**src/rtl/cla_pkg.sv**
```systemverilog
// Shared constants and helpers for the pipelined carry-lookahead adder.
// Optional saturation build: define CLA_SATURATE_EN.
package cla_pkg;

   localparam int CLA_GRP_W = 4;
   localparam int CLA_MAX_W = 64;

   // Widest signed-max pattern; narrower limits are taken from its top bits.
   localparam logic [CLA_MAX_W-1:0] CLA_SMAX_FULL = {1'b0, {(CLA_MAX_W-1){1'b1}}};

   function automatic int cla_nstage(input int width, input int gps);
      return width / (CLA_GRP_W * gps);
   endfunction

endpackage

```
**src/rtl/cla_pipe_adder_if.sv**
```systemverilog
// Operand/result handshake bundle for cla_pipe_adder.
// The sat field exists only when CLA_SATURATE_EN is defined.
interface cla_pipe_adder_if #(parameter int WIDTH = 16);

   logic             in_valid;
   logic             in_ready;
   logic [WIDTH-1:0] a;
   logic [WIDTH-1:0] b;
   logic             cin;
   logic             sub;
`ifdef CLA_SATURATE_EN
   logic             sat;
`endif
   logic             out_valid;
   logic             out_ready;
   logic [WIDTH-1:0] sum;
   logic             cout;
   logic             cout_prev;
   logic             ovf;
   logic             zero;

   modport master (
`ifdef CLA_SATURATE_EN
      output sat,
`endif
      output in_valid, a, b, cin, sub, out_ready,
      input  in_ready, out_valid, sum, cout, cout_prev, ovf, zero
   );

   modport slave (
`ifdef CLA_SATURATE_EN
      input  sat,
`endif
      input  in_valid, a, b, cin, sub, out_ready,
      output in_ready, out_valid, sum, cout, cout_prev, ovf, zero
   );

endinterface

```
**src/rtl/cla_group4.sv**
```systemverilog
// Combinational 4-bit carry-lookahead group: sum, carry-out and the
// carry into bit 3 (needed for signed overflow at the MSB group).
module cla_group4
   import cla_pkg::*;
(
   input  logic [CLA_GRP_W-1:0] a,
   input  logic [CLA_GRP_W-1:0] b,
   input  logic                 ci,
   output logic [CLA_GRP_W-1:0] s,
   output logic                 co,
   output logic                 c3
);

   logic [CLA_GRP_W-1:0] p;
   logic [CLA_GRP_W-1:0] g;
   logic                 c1;
   logic                 c2;

   assign p = a ^ b;
   assign g = a & b;

   assign c1 = g[0] | (p[0] & ci);
   assign c2 = g[1] | (p[1] & g[0]) | (p[1] & p[0] & ci);
   assign c3 = g[2] | (p[2] & g[1]) | (p[2] & p[1] & g[0])
             | (p[2] & p[1] & p[0] & ci);
   assign co = g[3] | (p[3] & g[2]) | (p[3] & p[2] & g[1])
             | (p[3] & p[2] & p[1] & g[0])
             | (p[3] & p[2] & p[1] & p[0] & ci);

   assign s = p ^ {c3, c2, c1, ci};

endmodule

```
**src/rtl/cla_pipe_adder.sv**
```systemverilog
// Pipelined carry-lookahead adder/subtractor: GPS 4-bit groups per stage,
// latency WIDTH/(4*GPS). Define CLA_SATURATE_EN for the sat input.
module cla_pipe_adder
   import cla_pkg::*;
#(
   parameter int WIDTH = 16,
   parameter int GPS   = 1
)
(
   input  logic           clk,
   input  logic           rst,
   cla_pipe_adder_if.slave bus
);

   localparam int NSTAGE = cla_nstage(WIDTH, GPS);
   localparam int SW     = CLA_GRP_W * GPS;
   localparam int LAST   = NSTAGE - 1;

   logic adv;

   assign adv          = !bus.out_valid || bus.out_ready;
   assign bus.in_ready = adv;

   for (genvar k = 0; k < NSTAGE; k++) begin : stg
      logic             v_in;
      logic [WIDTH-1:0] a_in;
      logic [WIDTH-1:0] b_in;
      logic [WIDTH-1:0] s_in;
      logic             c_in;
      logic [GPS:0]     gc;
      logic [GPS-1:0]   gc3;
      logic [SW-1:0]    gs;
      logic [WIDTH-1:0] s_nxt;

      logic             vld;
      logic [WIDTH-1:0] a_q;
      logic [WIDTH-1:0] b_q;
      logic [WIDTH-1:0] s_q;
      logic             c_q;
      logic             cp_q;
`ifdef CLA_SATURATE_EN
      logic             sat_in;
      logic             sat_q;
`endif

      if (k == 0) begin : src
         assign v_in = bus.in_valid;
         assign a_in = bus.a;
         assign b_in = bus.sub ? ~bus.b : bus.b;
         assign c_in = bus.sub | bus.cin;
         assign s_in = '0;
`ifdef CLA_SATURATE_EN
         assign sat_in = bus.sat;
`endif
      end else begin : src
         assign v_in = stg[k-1].vld;
         assign a_in = stg[k-1].a_q;
         assign b_in = stg[k-1].b_q;
         assign c_in = stg[k-1].c_q;
         assign s_in = stg[k-1].s_q;
`ifdef CLA_SATURATE_EN
         assign sat_in = stg[k-1].sat_q;
`endif
      end

      assign gc[0] = c_in;

      for (genvar g = 0; g < GPS; g++) begin : grp
         localparam int LSB = (k * GPS + g) * CLA_GRP_W;
         cla_group4 u_grp (
            .a  (a_in[LSB +: CLA_GRP_W]),
            .b  (b_in[LSB +: CLA_GRP_W]),
            .ci (gc[g]),
            .s  (gs[g*CLA_GRP_W +: CLA_GRP_W]),
            .co (gc[g+1]),
            .c3 (gc3[g])
         );
      end

      // Bits resolved by earlier stages ride along; this stage fills its own slice.
      always_comb begin
         s_nxt             = s_in;
         s_nxt[k*SW +: SW] = gs;
      end

      always_ff @(posedge clk) begin
         if (rst) begin
            vld   <= 1'b0;
            a_q   <= '0;
            b_q   <= '0;
            s_q   <= '0;
            c_q   <= 1'b0;
            cp_q  <= 1'b0;
`ifdef CLA_SATURATE_EN
            sat_q <= 1'b0;
`endif
         end else if (adv) begin
            vld   <= v_in;
            a_q   <= a_in;
            b_q   <= b_in;
            s_q   <= s_nxt;
            c_q   <= gc[GPS];
            cp_q  <= gc3[GPS-1];
`ifdef CLA_SATURATE_EN
            sat_q <= sat_in;
`endif
         end
      end

      // Operand bits below this stage's slice and cp_q before the last stage are dead.
      logic unused_stage;
      assign unused_stage = ^{a_q, b_q, cp_q, gc3};
   end

   logic [WIDTH-1:0] sum_fin;
   logic             ovf_raw;

   assign ovf_raw = stg[LAST].c_q ^ stg[LAST].cp_q;

`ifdef CLA_SATURATE_EN
   localparam logic [WIDTH-1:0] SMAX = CLA_SMAX_FULL[CLA_MAX_W-1 -: WIDTH];
   localparam logic [WIDTH-1:0] SMIN = ~SMAX;

   assign sum_fin = (stg[LAST].sat_q && ovf_raw)
                  ? (stg[LAST].a_q[WIDTH-1] ? SMIN : SMAX)
                  : stg[LAST].s_q;
`else
   assign sum_fin = stg[LAST].s_q;
`endif

   assign bus.out_valid = stg[LAST].vld;
   assign bus.sum       = sum_fin;
   assign bus.cout      = stg[LAST].c_q;
   assign bus.cout_prev = stg[LAST].cp_q;
   assign bus.ovf       = ovf_raw;
   // Qualified by valid so a cleared pipeline does not report zero=1.
   assign bus.zero      = stg[LAST].vld && (sum_fin == '0);

endmodule

```
**src/flat_wrapper.sv**
```systemverilog
// flat-port wrapper written by rule: the top's interface ports become plain ports
module cla_pipe_adder_flat import cla_pkg::*;
#(
   parameter int WIDTH = 16,
   parameter int GPS   = 1
)
  (clk, rst, bus_in_valid, bus_a, bus_b, bus_cin, bus_sub, bus_out_ready, bus_in_ready, bus_out_valid, bus_sum, bus_cout, bus_cout_prev, bus_ovf, bus_zero);
  cla_pipe_adder_if #(.WIDTH(WIDTH)) bus_i ();
  input  logic clk;
  input  logic rst;
  input wire logic [$bits(bus_i.in_valid)-1:0] bus_in_valid;
  input wire logic [$bits(bus_i.a)-1:0] bus_a;
  input wire logic [$bits(bus_i.b)-1:0] bus_b;
  input wire logic [$bits(bus_i.cin)-1:0] bus_cin;
  input wire logic [$bits(bus_i.sub)-1:0] bus_sub;
  input wire logic [$bits(bus_i.out_ready)-1:0] bus_out_ready;
  output wire logic [$bits(bus_i.in_ready)-1:0] bus_in_ready;
  output wire logic [$bits(bus_i.out_valid)-1:0] bus_out_valid;
  output wire logic [$bits(bus_i.sum)-1:0] bus_sum;
  output wire logic [$bits(bus_i.cout)-1:0] bus_cout;
  output wire logic [$bits(bus_i.cout_prev)-1:0] bus_cout_prev;
  output wire logic [$bits(bus_i.ovf)-1:0] bus_ovf;
  output wire logic [$bits(bus_i.zero)-1:0] bus_zero;
  assign bus_i.in_valid = bus_in_valid;
  assign bus_i.a = bus_a;
  assign bus_i.b = bus_b;
  assign bus_i.cin = bus_cin;
  assign bus_i.sub = bus_sub;
  assign bus_i.out_ready = bus_out_ready;
  assign bus_in_ready = bus_i.in_ready;
  assign bus_out_valid = bus_i.out_valid;
  assign bus_sum = bus_i.sum;
  assign bus_cout = bus_i.cout;
  assign bus_cout_prev = bus_i.cout_prev;
  assign bus_ovf = bus_i.ovf;
  assign bus_zero = bus_i.zero;
  cla_pipe_adder #(.WIDTH(WIDTH), .GPS(GPS)) u_core (.clk(clk), .rst(rst), .bus(bus_i));
endmodule
```
**config.mk**
```make
export PLATFORM = sky130hd
export DESIGN_NAME = cla_pipe_adder_flat
export DESIGN_NICKNAME = d
export VERILOG_FILES = /design/src/rtl/cla_pkg.sv /design/src/rtl/cla_pipe_adder_if.sv /design/src/rtl/cla_group4.sv /design/src/rtl/cla_pipe_adder.sv /design/src/flat_wrapper.sv
export SDC_FILE = /design/constraint.sdc
export NUM_CORES = 1
export LEC_CHECK = 0
export CAP_MARGIN = 10
export CORE_AREA = 3 3 102 104
export DETAILED_ROUTE_END_ITERATION = 7
export DIE_AREA = 0 0 105 107
export MAX_ROUTING_LAYER = met4
export PLACE_DENSITY_LB_ADDON = 0.12
export SLEW_MARGIN = 20
export SYNTH_ARGS = -nofsm -noshare
export SYNTH_HDL_FRONTEND = slang
export SYNTH_SLANG_ARGS = --single-unit
```
**constraint.sdc**
```tcl
create_clock -name clk -period 2.4 [get_ports clk]
set_input_delay 0.6 -clock clk [delete_from_list [all_inputs] [get_ports clk]]
set_output_delay 0.6 -clock clk [all_outputs]
set_load 0.005 [all_outputs]
```
==> impl_results.html, run 1 <==
<p>Metrics extracted from the flow reports.</p>
<table>
<tr><th>Metric</th><th>Value</th></tr>
<tr><th colspan="2">Worst setup path</th></tr>
<tr><td>Path length in cells of the critical path</td><td>4</td></tr>
<tr><td>Slowest stage cell on the critical path</td><td>sky130_fd_sc_hd__dfxtp_1</td></tr>
<tr><td>Worst reg-to-reg path cell count</td><td>5</td></tr>
<tr><td>CP max stage delay</td><td>approximately 0.33 ns</td></tr>
<tr><td>WS Path Type</td><td>flop to output pin</td></tr>
<tr><td>Launch point of the worst reg-to-reg path</td><td>u_core.bus.out_valid$_SDFFE_PP0P_</td></tr>
<tr><td>Crit-path leading delay family</td><td>simple AND/OR/NAND/NOR gates</td></tr>
<tr><td>Endpoint kind of the worst setup timing path</td><td>output pin</td></tr>
<tr><td>Maximum fanout encountered on the critical timing path</td><td>2</td></tr>
<tr><th colspan="2">Routing</th></tr>
<tr><td>Via count</td><td>between 3000 and 4000</td></tr>
<tr><td>Met3 WL</td><td>between 200 and 300 µm</td></tr>
<tr><td>Remaining antenna violation count after routing</td><td>0</td></tr>
<tr><td>Count of TritonRoute iterations in the first routing pass</td><td>4</td></tr>
<tr><td>Routed length on met1</td><td>4.419 mm</td></tr>
<tr><td>Routed vias/inst</td><td>4.951</td></tr>
<tr><th colspan="2">Cells and area</th></tr>
<tr><td>Final core area utilization</td><td>around 54%</td></tr>
<tr><td>Fraction of layout instances using a drive strength above 1</td><td>between 10% and 20%</td></tr>
<tr><td>Final instance area</td><td>between 0.005 and 0.006 mm²</td></tr>
<tr><td>Flip-flop and latch share of the layout cell area</td><td>a little under two fifths</td></tr>
<tr><td>Multi-input gate area in the final layout</td><td>0.002073 mm²</td></tr>
<tr><td>Layout clock area frac</td><td>approximately 4.6%</td></tr>
<tr><td>Commonest Layout Cell</td><td>sky130_fd_sc_hd__nand2_1</td></tr>
<tr><td>Nonclk buf count</td><td>79</td></tr>
<tr><td>Area growth, synth to finish</td><td>22.40%</td></tr>
<tr><td>CLK BUF</td><td>10</td></tr>
<tr><th colspan="2">Power and ir drop</th></tr>
<tr><td>Relative contribution of combinational cells to total power</td><td>12.6%</td></tr>
<tr><td>Cell-internal power</td><td>2.648 mW</td></tr>
<tr><td>Power density over cell area</td><td>665.6 mW/mm²</td></tr>
<tr><td>Share of total power in the clock network</td><td>a little over a third</td></tr>
<tr><td>Switching power share of the total</td><td>about a quarter</td></tr>
<tr><th colspan="2">Placed design</th></tr>
<tr><td>Instance area at placement</td><td>around 0.005 mm²</td></tr>
<tr><td>Port Buffer Count</td><td>~59</td></tr>
<tr><td>Cells after DPL</td><td>674</td></tr>
<tr><td>Post-DP HPWL</td><td>slightly above 6 mm</td></tr>
<tr><td>Setup slack at placement</td><td>-0.1334 ns</td></tr>
<tr><th colspan="2">Die</th></tr>
<tr><td>Die ar.</td><td>between 0.01 and 0.015 mm²</td></tr>
<tr><td>CORE AREA</td><td>~0.0096 mm²</td></tr>
<tr><td>Chip height</td><td>between 100 and 150 µm</td></tr>
<tr><td>Number of well taps</td><td>133</td></tr>
<tr><th colspan="2">Timing</th></tr>
<tr><td>Achievable clock frequency</td><td>438.4 MHz</td></tr>
<tr><td>Worst hold margin</td><td>0.4554 ns</td></tr>
<tr><td>Number of setup violations in the final report</td><td>0</td></tr>
<tr><td>Min Clock Period, post-route</td><td>2.281 ns</td></tr>
<tr><td>Total Negative Setup Slacks</td><td>0 ns</td></tr>
<tr><td>Final count of pins violating max slew</td><td>0</td></tr>
<tr><th colspan="2">Logic synthesis</th></tr>
<tr><td>Ranking of synthesized cells by instance count</td><td>139 x sky130_fd_sc_hd__nand2_1, 97 x sky130_fd_sc_hd__dfxtp_1, 71 x sky130_fd_sc_hd__a21oi_1</td></tr>
<tr><td>Yosys stat chip area</td><td>0.004284 mm²</td></tr>
<tr><td>Flip-flops with a built-in enable</td><td>0</td></tr>
<tr><td>Adder-Cell Fraction of Synth Area</td><td>6.834%</td></tr>
<tr><td>Dominant cell by count in the synthesized netlist</td><td>sky130_fd_sc_hd__nand2_1</td></tr>
<tr><td>Main combinational cell family by area after synthesis</td><td>simple AND/OR/NAND/NOR gates</td></tr>
<tr><td>Mux share</td><td>0%</td></tr>
<tr><td>Cell area after synthesis</td><td>roughly 0.0043 mm²</td></tr>
<tr><td>Commonest register cell after synthesis</td><td>sky130_fd_sc_hd__dfxtp_1</td></tr>
<tr><th colspan="2">Clock tree</th></tr>
<tr><td># hold bufs at CTS</td><td>0</td></tr>
<tr><td>Register clock-pin slew on the reported worst setup and hold paths</td><td>roughly 0.1 ns</td></tr>
<tr><td>H-tree depth</td><td>3</td></tr>
<tr><th colspan="2">Worst hold path</th></tr>
<tr><td>Worst min path class</td><td>flop to flop</td></tr>
<tr><th colspan="2">GRT</th></tr>
<tr><td>Vias in the first global route</td><td>3263</td></tr>
<tr><td>GR Layer Usage met3</td><td>slightly above 3%</td></tr>
<tr><td>Total routing resource utilization after global routing</td><td>16.94%</td></tr>
<tr><td>Met2 Track Usage GR</td><td>26.86%</td></tr>
<tr><th colspan="2">Outcome</th></tr>
<tr><td>Outcome</td><td>finished clean</td></tr>
</table>
==> run 1: power groups by stage <==
stage | logic, mW | registers (mW) | clock network [mW]
6_report | 0.439 | 1.78 | 1.28
5_1_grt | 0.491 | 1.79 | 1.37
4_1_cts | 0.445 | 1.78 | 1.31
3_5_place_dp | 0.441 | 1.81 | 0
3_3_place_gp | 0.431 | 1.81 | 0
2_1_floorplan | 0.285 | 1.80 | 0
==> run 1: flip-flops by register name, summed over array words and instances (netlist names) <==
signal / cells
u_core.bus.sum: 16
u_core.stg.a_q: 24
u_core.bus.out_valid: 1
u_core.stg.vld: 3
u_core.bus.cout_prev: 1
u_core.stg.s_q: 24
u_core.stg.b_q: 24
u_core.bus.cout: 1
u_core.stg.c_q: 3
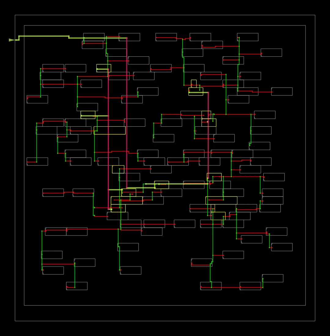
**Above:** run 1 (the clock network).
clock insertion delay at the later pin of the skew report: 0.36 ns
number of clock buffers inserted by TritonCTS: 9
Worst Clk Skew: 0.009465 ns
P_clk: 1.28 mW
clock sinks: 97

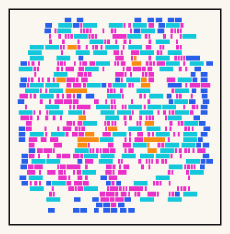
**Above:** run 1 (cell classes on the final placement).
Scale: 2 px per µm.
flip-flops: in cyan, cells 97, share of their area 38%. all other logic: in magenta, cells 364, share of their area 42%. other buffers and delay cells: in blue, cells 79, share of their area 15%. clock drivers and dummy loads: in orange, cells 16, share of their area 4.8%.

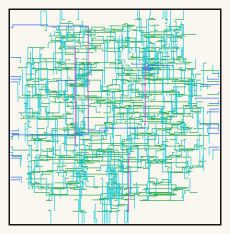
**Above:** run 1 (metal layers overlaid).
Scale: 2 px per µm.
met3: in blue, wire length 286 µm. met1: in green, wire length 4420 µm. met4: in magenta, wire length 160 µm. met2: in cyan, wire length 4050 µm.

**Run 1: I/O pins on the die edge**

Scale: 4 px per µm. Pins as bars across the die edge, other pins in grey.
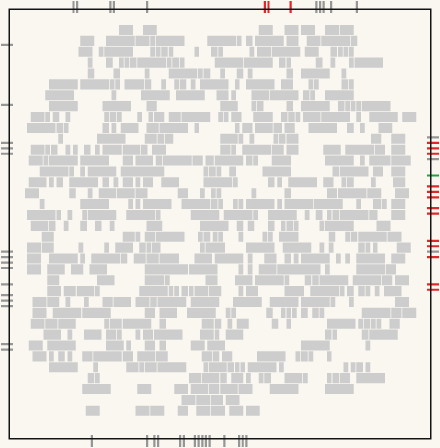

==> run 2: changes to the inputs <==
==> constraint.sdc (replaced) <==
create_clock -name clk -period 2.7 [get_ports clk]
set_input_delay 0.675 -clock clk [delete_from_list [all_inputs] [get_ports clk]]
set_output_delay 0.675 -clock clk [all_outputs]
set_load 0.005 [all_outputs]
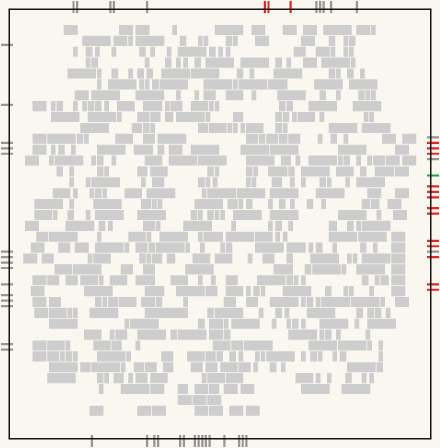
**Above:** run 2 (I/O pins on the die edge).
Scale: 4 px per µm. Pins as bars across the die edge, other pins in grey.
bus_zero: in green, pins 1, direction output, edge right. bus_sum: in red, pins 16, direction output, edge 13 right, 3 top.
All pins by edge: 17 right, 15 bottom, 15 left, 13 top.

==> run 2 against run 1 <==
Net effect: sequential power fell by about 10%; via count fell by 1.7%; first-iteration DRC count increased by 40%; largest cell class unchanged; highest routed layer unchanged.
==> impl_results.html, run 2 <==
<p>Metrics extracted from the flow reports.</p>
<table>
<tr><th>Metric</th><th>Value</th></tr>
<tr><th colspan="2">Outcome</th></tr>
<tr><td>Outcome</td><td>finished clean</td></tr>
<tr><th colspan="2">Routing</th></tr>
<tr><td>Routed vias/inst</td><td>approximately 5</td></tr>
<tr><td>Remaining antenna violation count after routing</td><td>0</td></tr>
<tr><td>Count of TritonRoute iterations in the first routing pass</td><td>4</td></tr>
<tr><td>Via count</td><td>between 3000 and 4000</td></tr>
<tr><td>Routed length on met1</td><td>~4.4 mm</td></tr>
<tr><th colspan="2">Power and ir drop</th></tr>
<tr><td>Relative contribution of combinational cells to total power</td><td>a little over an eighth</td></tr>
<tr><td>Share of total power in the clock network</td><td>~31%</td></tr>
<tr><td>P_clk</td><td>between 800 and 900 µW</td></tr>
<tr><td>Switching power share of the total</td><td>approximately a quarter</td></tr>
<tr><td>Leading power group</td><td>registers</td></tr>
<tr><td>Cell-internal power</td><td>2.140 mW</td></tr>
<tr><td>Power drawn by the combinational cells</td><td>about 380 µW</td></tr>
<tr><td>Seq pwr</td><td>between 1.5 and 2 mW</td></tr>
<tr><th colspan="2">Logic synthesis</th></tr>
<tr><td>Number of distinct library cells after synthesis</td><td>37</td></tr>
<tr><td>Cell area after synthesis</td><td>between 0.004 and 0.005 mm²</td></tr>
<tr><td>Post-synth top area share</td><td>around 45%</td></tr>
<tr><td>Yosys stat chip area</td><td>between 0.004 and 0.005 mm²</td></tr>
<tr><td>Dominant cell by count in the synthesized netlist</td><td>sky130_fd_sc_hd__nand2_1</td></tr>
<tr><td>Commonest register cell after synthesis</td><td>sky130_fd_sc_hd__dfxtp_1</td></tr>
<tr><td>Ranking of synthesized cells by instance count</td><td>139 x sky130_fd_sc_hd__nand2_1, 97 x sky130_fd_sc_hd__dfxtp_1, 71 x sky130_fd_sc_hd__a21oi_1</td></tr>
<tr><td>Flip-flops with a built-in enable</td><td>0</td></tr>
<tr><th colspan="2">Timing</th></tr>
<tr><td>Crit path setup slack, layout</td><td>around 0.15 ns</td></tr>
<tr><td>Achievable clock frequency</td><td>391.6 MHz</td></tr>
<tr><td>Min Clock Period, post-route</td><td>about 2.6 ns</td></tr>
<tr><td>Total Negative Setup Slacks</td><td>0 ns</td></tr>
<tr><td>Number of setup violations in the final report</td><td>0</td></tr>
<tr><td>Worst Clk Skew</td><td>~0.0088 ns</td></tr>
<tr><td>Final count of pins violating max slew</td><td>0</td></tr>
<tr><th colspan="2">GRT</th></tr>
<tr><td>Total routing resource utilization after global routing</td><td>16.20%</td></tr>
<tr><td>Vias in the first global route</td><td>3103</td></tr>
<tr><td>GR Layer Usage met3</td><td>~2.6%</td></tr>
<tr><td>Met2 Track Usage GR</td><td>24.70%</td></tr>
<tr><th colspan="2">Placed design</th></tr>
<tr><td>RePlAce Congestion</td><td>a little over 0.7</td></tr>
<tr><td>Instance area at placement</td><td>0.004881 mm²</td></tr>
<tr><td>Cells after DPL</td><td>approximately 660</td></tr>
<tr><td>Post-DP HPWL</td><td>between 5 and 6 mm</td></tr>
<tr><td>Setup slack at placement</td><td>around 0.08 ns</td></tr>
<tr><td>Port Buffer Count</td><td>between 50 and 60</td></tr>
<tr><th colspan="2">Cells and area</th></tr>
<tr><td>CLK BUF</td><td>9</td></tr>
<tr><td>Multi-input gate area in the final layout</td><td>a little over 0.002 mm²</td></tr>
<tr><td>Final instance area</td><td>0.005070 mm²</td></tr>
<tr><td>Layout clock area frac</td><td>around 3.6%</td></tr>
<tr><td>Largest registers</td><td>u_core.stg.a_q (24), u_core.stg.b_q (24), u_core.stg.s_q (24)</td></tr>
<tr><td>Commonest Layout Cell</td><td>sky130_fd_sc_hd__nand2_1</td></tr>
<tr><td>Fraction of layout instances using a drive strength above 1</td><td>~7.4%</td></tr>
<tr><td>Flip-flop and latch share of the layout cell area</td><td>about two fifths</td></tr>
<tr><td>Nonclk buf count</td><td>between 60 and 70</td></tr>
<tr><td>Final core area utilization</td><td>52.60%</td></tr>
<tr><th colspan="2">Clock tree</th></tr>
<tr><td>Clock sinks</td><td>97</td></tr>
<tr><td>Register clock-pin slew on the reported worst setup and hold paths</td><td>roughly 0.09 ns</td></tr>
<tr><td># hold bufs at CTS</td><td>0</td></tr>
<tr><td>Clock insertion delay at the later pin of the skew report</td><td>0.35 ns</td></tr>
<tr><td>Number of clock buffers inserted by TritonCTS</td><td>9</td></tr>
<tr><th colspan="2">Die</th></tr>
<tr><td>CORE AREA</td><td>about 0.0096 mm²</td></tr>
<tr><td>Die ar.</td><td>around 0.011 mm²</td></tr>
<tr><td>Chip height</td><td>between 100 and 150 µm</td></tr>
<tr><td>Number of well taps</td><td>roughly 130</td></tr>
<tr><th colspan="2">Worst setup path</th></tr>
<tr><td>Launch point of the worst reg-to-reg path</td><td>u_core.stg[2].b_q[12]$_SDFFE_PP0P_</td></tr>
<tr><td>WS Path Type</td><td>flop to output pin</td></tr>
<tr><td>Maximum fanout encountered on the critical timing path</td><td>3</td></tr>
<tr><th colspan="2">Worst hold path</th></tr>
<tr><td>Worst min path class</td><td>flop to flop</td></tr>
</table>
run 2: cell counts after synthesis:
Identical to the previous run, type by type.
run 2: critical path, cell delays in order, from the launching register on:
cell	delay, ns
sky130_fd_sc_hd__dfxtp_1	0.33
sky130_fd_sc_hd__nor4_1	0.32
sky130_fd_sc_hd__nand4_1	0.17
sky130_fd_sc_hd__nor4_2	0.17
sky130_fd_sc_hd__clkdlybuf4s50_1	0.54
run 2: logic make-up (layout without fill, tap and decap cells):
logic type      count (synthesis)  in the layout  synth area share (%)
compound gates                117            117                 17.87
fa+ha+maj                      21             21                 6.834
simple gates                  190            190                 18.63
flops                          97             97                 45.33
xor+xnor                       22             22                 4.498
buf+inv                        50             92                 6.834
**Run 2: cell classes on the final placement**

Scale: 2 px per µm.
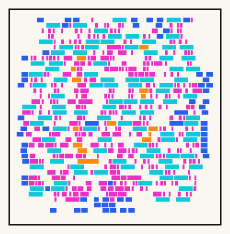

==> run 3: changes to the inputs <==
--- a/config.mk
+++ b/config.mk
@@ -5,10 +5,12 @@
 export SDC_FILE = /design/constraint.sdc
 export NUM_CORES = 1
 export LEC_CHECK = 0
-export CAP_MARGIN = 10
-export CORE_AREA = 3 3 102 104
+export CAP_MARGIN = 20
+export CELL_PAD_IN_SITES_DETAIL_PLACEMENT = 0
+export CELL_PAD_IN_SITES_GLOBAL_PLACEMENT = 1
+export CORE_AREA = 3 3 103 105
 export DETAILED_ROUTE_END_ITERATION = 7
-export DIE_AREA = 0 0 105 107
+export DIE_AREA = 0 0 106 108
 export MAX_ROUTING_LAYER = met4
 export PLACE_DENSITY_LB_ADDON = 0.12
 export SLEW_MARGIN = 20
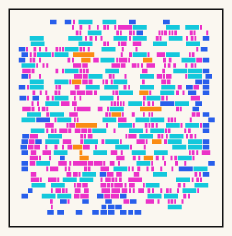
**Above:** run 3 (cell classes on the final placement).
Scale: 2 px per µm.
clock drivers and dummy loads: in orange, cells 13, share of their area 4.4%. all other logic: in magenta, cells 364, share of their area 43%. other buffers and delay cells: in blue, cells 65, share of their area 14%. flip-flops: in cyan, cells 97, share of their area 39%.

==> run 3 against run 2 <==
Net effect: wire length grew 0.90%; largest cell class unchanged; die size grew 1.9%; global-route usage grew 0.17 points; via count grew 0.48%.
==> impl_results.html, run 3 <==
<p>Metrics extracted from the flow reports.</p>
<table>
<tr><th>Metric</th><th>Value</th></tr>
<tr><th colspan="2">Outcome</th></tr>
<tr><td>Outcome</td><td>finished clean</td></tr>
<tr><th colspan="2">Cells and area</th></tr>
<tr><td>Commonest Layout Cell</td><td>sky130_fd_sc_hd__nand2_1</td></tr>
<tr><td>Largest registers</td><td>u_core.stg.a_q (24), u_core.stg.b_q (24), u_core.stg.s_q (24)</td></tr>
<tr><td>CLK BUF</td><td>9</td></tr>
<tr><td>Fraction of layout instances using a drive strength above 1</td><td>7.421%</td></tr>
<tr><td>Logic Gate Count</td><td>approximately 350</td></tr>
<tr><td>Flip-flop and latch share of the layout cell area</td><td>a little under two fifths</td></tr>
<tr><td>Area growth, synth to finish</td><td>19.42%</td></tr>
<tr><td>Top logic cells by instance count in the layout</td><td>139 x sky130_fd_sc_hd__nand2_1, 97 x sky130_fd_sc_hd__dfxtp_1, 71 x sky130_fd_sc_hd__a21oi_1, 57 x sky130_fd_sc_hd__clkdlybuf4s50_1, 28 x sky130_fd_sc_hd__nor2_1</td></tr>
<tr><td>Diodes inserted</td><td>0</td></tr>
<tr><td>Nonclk buf count</td><td>between 60 and 70</td></tr>
<tr><td>Final core area utilization</td><td>around 53%</td></tr>
<tr><td>Layout clock area frac</td><td>between 4 and 5%</td></tr>
<tr><td>Total area of sequential cells</td><td>0.001942 mm²</td></tr>
<tr><td>Multi-input gate area in the final layout</td><td>0.002061 mm²</td></tr>
<tr><th colspan="2">Placed design</th></tr>
<tr><td>Post-DP HPWL</td><td>approximately 5.8 mm</td></tr>
<tr><td>Port Buffer Count</td><td>59</td></tr>
<tr><td>RePlAce Congestion</td><td>0.7451</td></tr>
<tr><th colspan="2">Power and ir drop</th></tr>
<tr><td>Seq pwr</td><td>approximately 1.6 mW</td></tr>
<tr><td>Static power due to leakage</td><td>between 1.5 and 2 nW</td></tr>
<tr><td>Power density over cell area</td><td>slightly below 600 mW/mm²</td></tr>
<tr><td>Relative contribution of combinational cells to total power</td><td>between 10% and 20%</td></tr>
<tr><td>Switching power share of the total</td><td>23.05%</td></tr>
<tr><td>P_clk</td><td>about 1.1 mW</td></tr>
<tr><td>Share of total power in the clock network</td><td>35.1%</td></tr>
<tr><td>Power drawn by the combinational cells</td><td>between 300 and 400 µW</td></tr>
<tr><td>Cell-internal power</td><td>roughly 2.3 mW</td></tr>
<tr><td>Leading power group</td><td>registers</td></tr>
<tr><th colspan="2">Worst setup path</th></tr>
<tr><td>Register-to-register setup slack</td><td>1.12 ns</td></tr>
<tr><td>Maximum fanout encountered on the critical timing path</td><td>2</td></tr>
<tr><td>Critical Path, Cell by Cell</td><td>clkdlybuf4s50_1 -&gt; nor2b_4 -&gt; inv_4 -&gt; clkdlybuf4s50_1</td></tr>
<tr><td>Endpoint kind of the worst setup timing path</td><td>output pin</td></tr>
<tr><td>Crit-path leading delay family</td><td>buffers and inverters</td></tr>
<tr><td>Most used cell, CP</td><td>sky130_fd_sc_hd__clkdlybuf4s50_1</td></tr>
<tr><td>Slowest stage cell on the critical path</td><td>sky130_fd_sc_hd__clkdlybuf4s50_1</td></tr>
<tr><td>Bufs and invs on worst path</td><td>3</td></tr>
<tr><td>Worst reg-to-reg path cell count</td><td>4</td></tr>
<tr><td>CP max stage delay</td><td>~0.46 ns</td></tr>
<tr><td>Launch point of the worst reg-to-reg path</td><td>u_core.bus.out_valid$_SDFFE_PP0P_</td></tr>
<tr><td>WS Path Type</td><td>input port to output pin</td></tr>
<tr><td>Path length in cells of the critical path</td><td>4</td></tr>
<tr><th colspan="2">GRT</th></tr>
<tr><td>GRT met1 Usage</td><td>about 22%</td></tr>
<tr><td>Met2 Track Usage GR</td><td>24.86%</td></tr>
<tr><td>GR Layer Usage met3</td><td>2.925%</td></tr>
<tr><td>Total routing resource utilization after global routing</td><td>about 16%</td></tr>
<tr><td>Vias in the first global route</td><td>around 3100</td></tr>
<tr><th colspan="2">Logic synthesis</th></tr>
<tr><td>Simple Share, Synth</td><td>18.63%</td></tr>
<tr><td>Post-synth top area share</td><td>a little under half</td></tr>
<tr><td>Adder-Cell Fraction of Synth Area</td><td>under 10%</td></tr>
<tr><td>Cell area after synthesis</td><td>~0.0043 mm²</td></tr>
<tr><td>Commonest register cell after synthesis</td><td>sky130_fd_sc_hd__dfxtp_1</td></tr>
<tr><td>Number of distinct library cells after synthesis</td><td>37</td></tr>
<tr><td>Yosys stat chip area</td><td>0.004284 mm²</td></tr>
<tr><td>Xor/xnor share</td><td>under 10%</td></tr>
<tr><td>Mux share</td><td>0%</td></tr>
<tr><td>Ranking of synthesized cells by instance count</td><td>139 x sky130_fd_sc_hd__nand2_1, 97 x sky130_fd_sc_hd__dfxtp_1, 71 x sky130_fd_sc_hd__a21oi_1</td></tr>
<tr><td>Flip-flops with a built-in enable</td><td>0</td></tr>
<tr><td>Dominant cell by count in the synthesized netlist</td><td>sky130_fd_sc_hd__nand2_1</td></tr>
<tr><td>Post-synth ARST share</td><td>0%</td></tr>
<tr><td>Main combinational cell family by area after synthesis</td><td>simple AND/OR/NAND/NOR gates</td></tr>
<tr><td>Area share of and-or/or-and cells after synthesis</td><td>about 18%</td></tr>
<tr><th colspan="2">Routing</th></tr>
<tr><td>Via count</td><td>around 3400</td></tr>
<tr><td>Routed vias/inst</td><td>about 5</td></tr>
<tr><td>Met3 WL</td><td>304 µm</td></tr>
<tr><td>Remaining antenna violation count after routing</td><td>0</td></tr>
<tr><td>Routed length on met1</td><td>roughly 4.4 mm</td></tr>
<tr><td>Count of TritonRoute iterations in the first routing pass</td><td>4</td></tr>
<tr><th colspan="2">Timing</th></tr>
<tr><td>Min Clock Period, post-route</td><td>2.550 ns</td></tr>
<tr><td>Number of setup violations in the final report</td><td>0</td></tr>
<tr><td>Total Negative Setup Slacks</td><td>0 ns</td></tr>
<tr><td>Worst Clk Skew</td><td>~0.0062 ns</td></tr>
<tr><td>Slew Limit Headroom</td><td>a little under two thirds</td></tr>
<tr><td>Final count of pins violating max slew</td><td>0</td></tr>
<tr><td>Achievable clock frequency</td><td>approximately 400 MHz</td></tr>
<tr><th colspan="2">Die</th></tr>
<tr><td>Core Density at Floorplan</td><td>between 40% and 50%</td></tr>
<tr><td>Placement row count</td><td>36</td></tr>
<tr><td>Number of well taps</td><td>about 130</td></tr>
<tr><td>Chip height</td><td>approximately 110 µm</td></tr>
<tr><td>Die ar.</td><td>around 0.011 mm²</td></tr>
<tr><td>CORE AREA</td><td>0.009729 mm²</td></tr>
<tr><th colspan="2">Worst hold path</th></tr>
<tr><td>Worst min path class</td><td>flop to flop</td></tr>
<tr><th colspan="2">Clock tree</th></tr>
<tr><td>Number of clock buffers inserted by TritonCTS</td><td>9</td></tr>
<tr><td>Clock sinks</td><td>just under 100</td></tr>
<tr><td># hold bufs at CTS</td><td>0</td></tr>
<tr><td>Clock insertion delay at the later pin of the skew report</td><td>around 0.34 ns</td></tr>
<tr><td>H-tree depth</td><td>3</td></tr>
<tr><td>Register clock-pin slew on the reported worst setup and hold paths</td><td>roughly 0.090 ns</td></tr>
</table>
## run 3: cell types whose count changed in the layout (fill, tap and decap cells not counted), sizes merged
cell,change
clkdlybuf4s50,-1
bufinv,+2
clkinv,-1
dlymetal6s2s,+1
clkinvlp,-2
buf,+1
## run 3: stage by stage
stage | cell area [µm²] | worst slack, ns | power, mW | std cells | hold slack, ns
CTS | 5107 | 0.01369 | 3.056 | 672 | 0.4525
floorplan | 4284 | 0.5467 | 1.850 | 497 | 0.4321
finish | 5116 | 0.1504 | 3.017 | 672 | 0.4533
global placement | 4888 | 0.1409 | 1.983 | 659 | 0.4407
global route | 5116 | 0.1178 | 3.168 | 672 | 0.4712
detailed placement | 4888 | 0.06089 | 1.993 | 659 | 0.4447
Power and IR drop assume default switching activity.
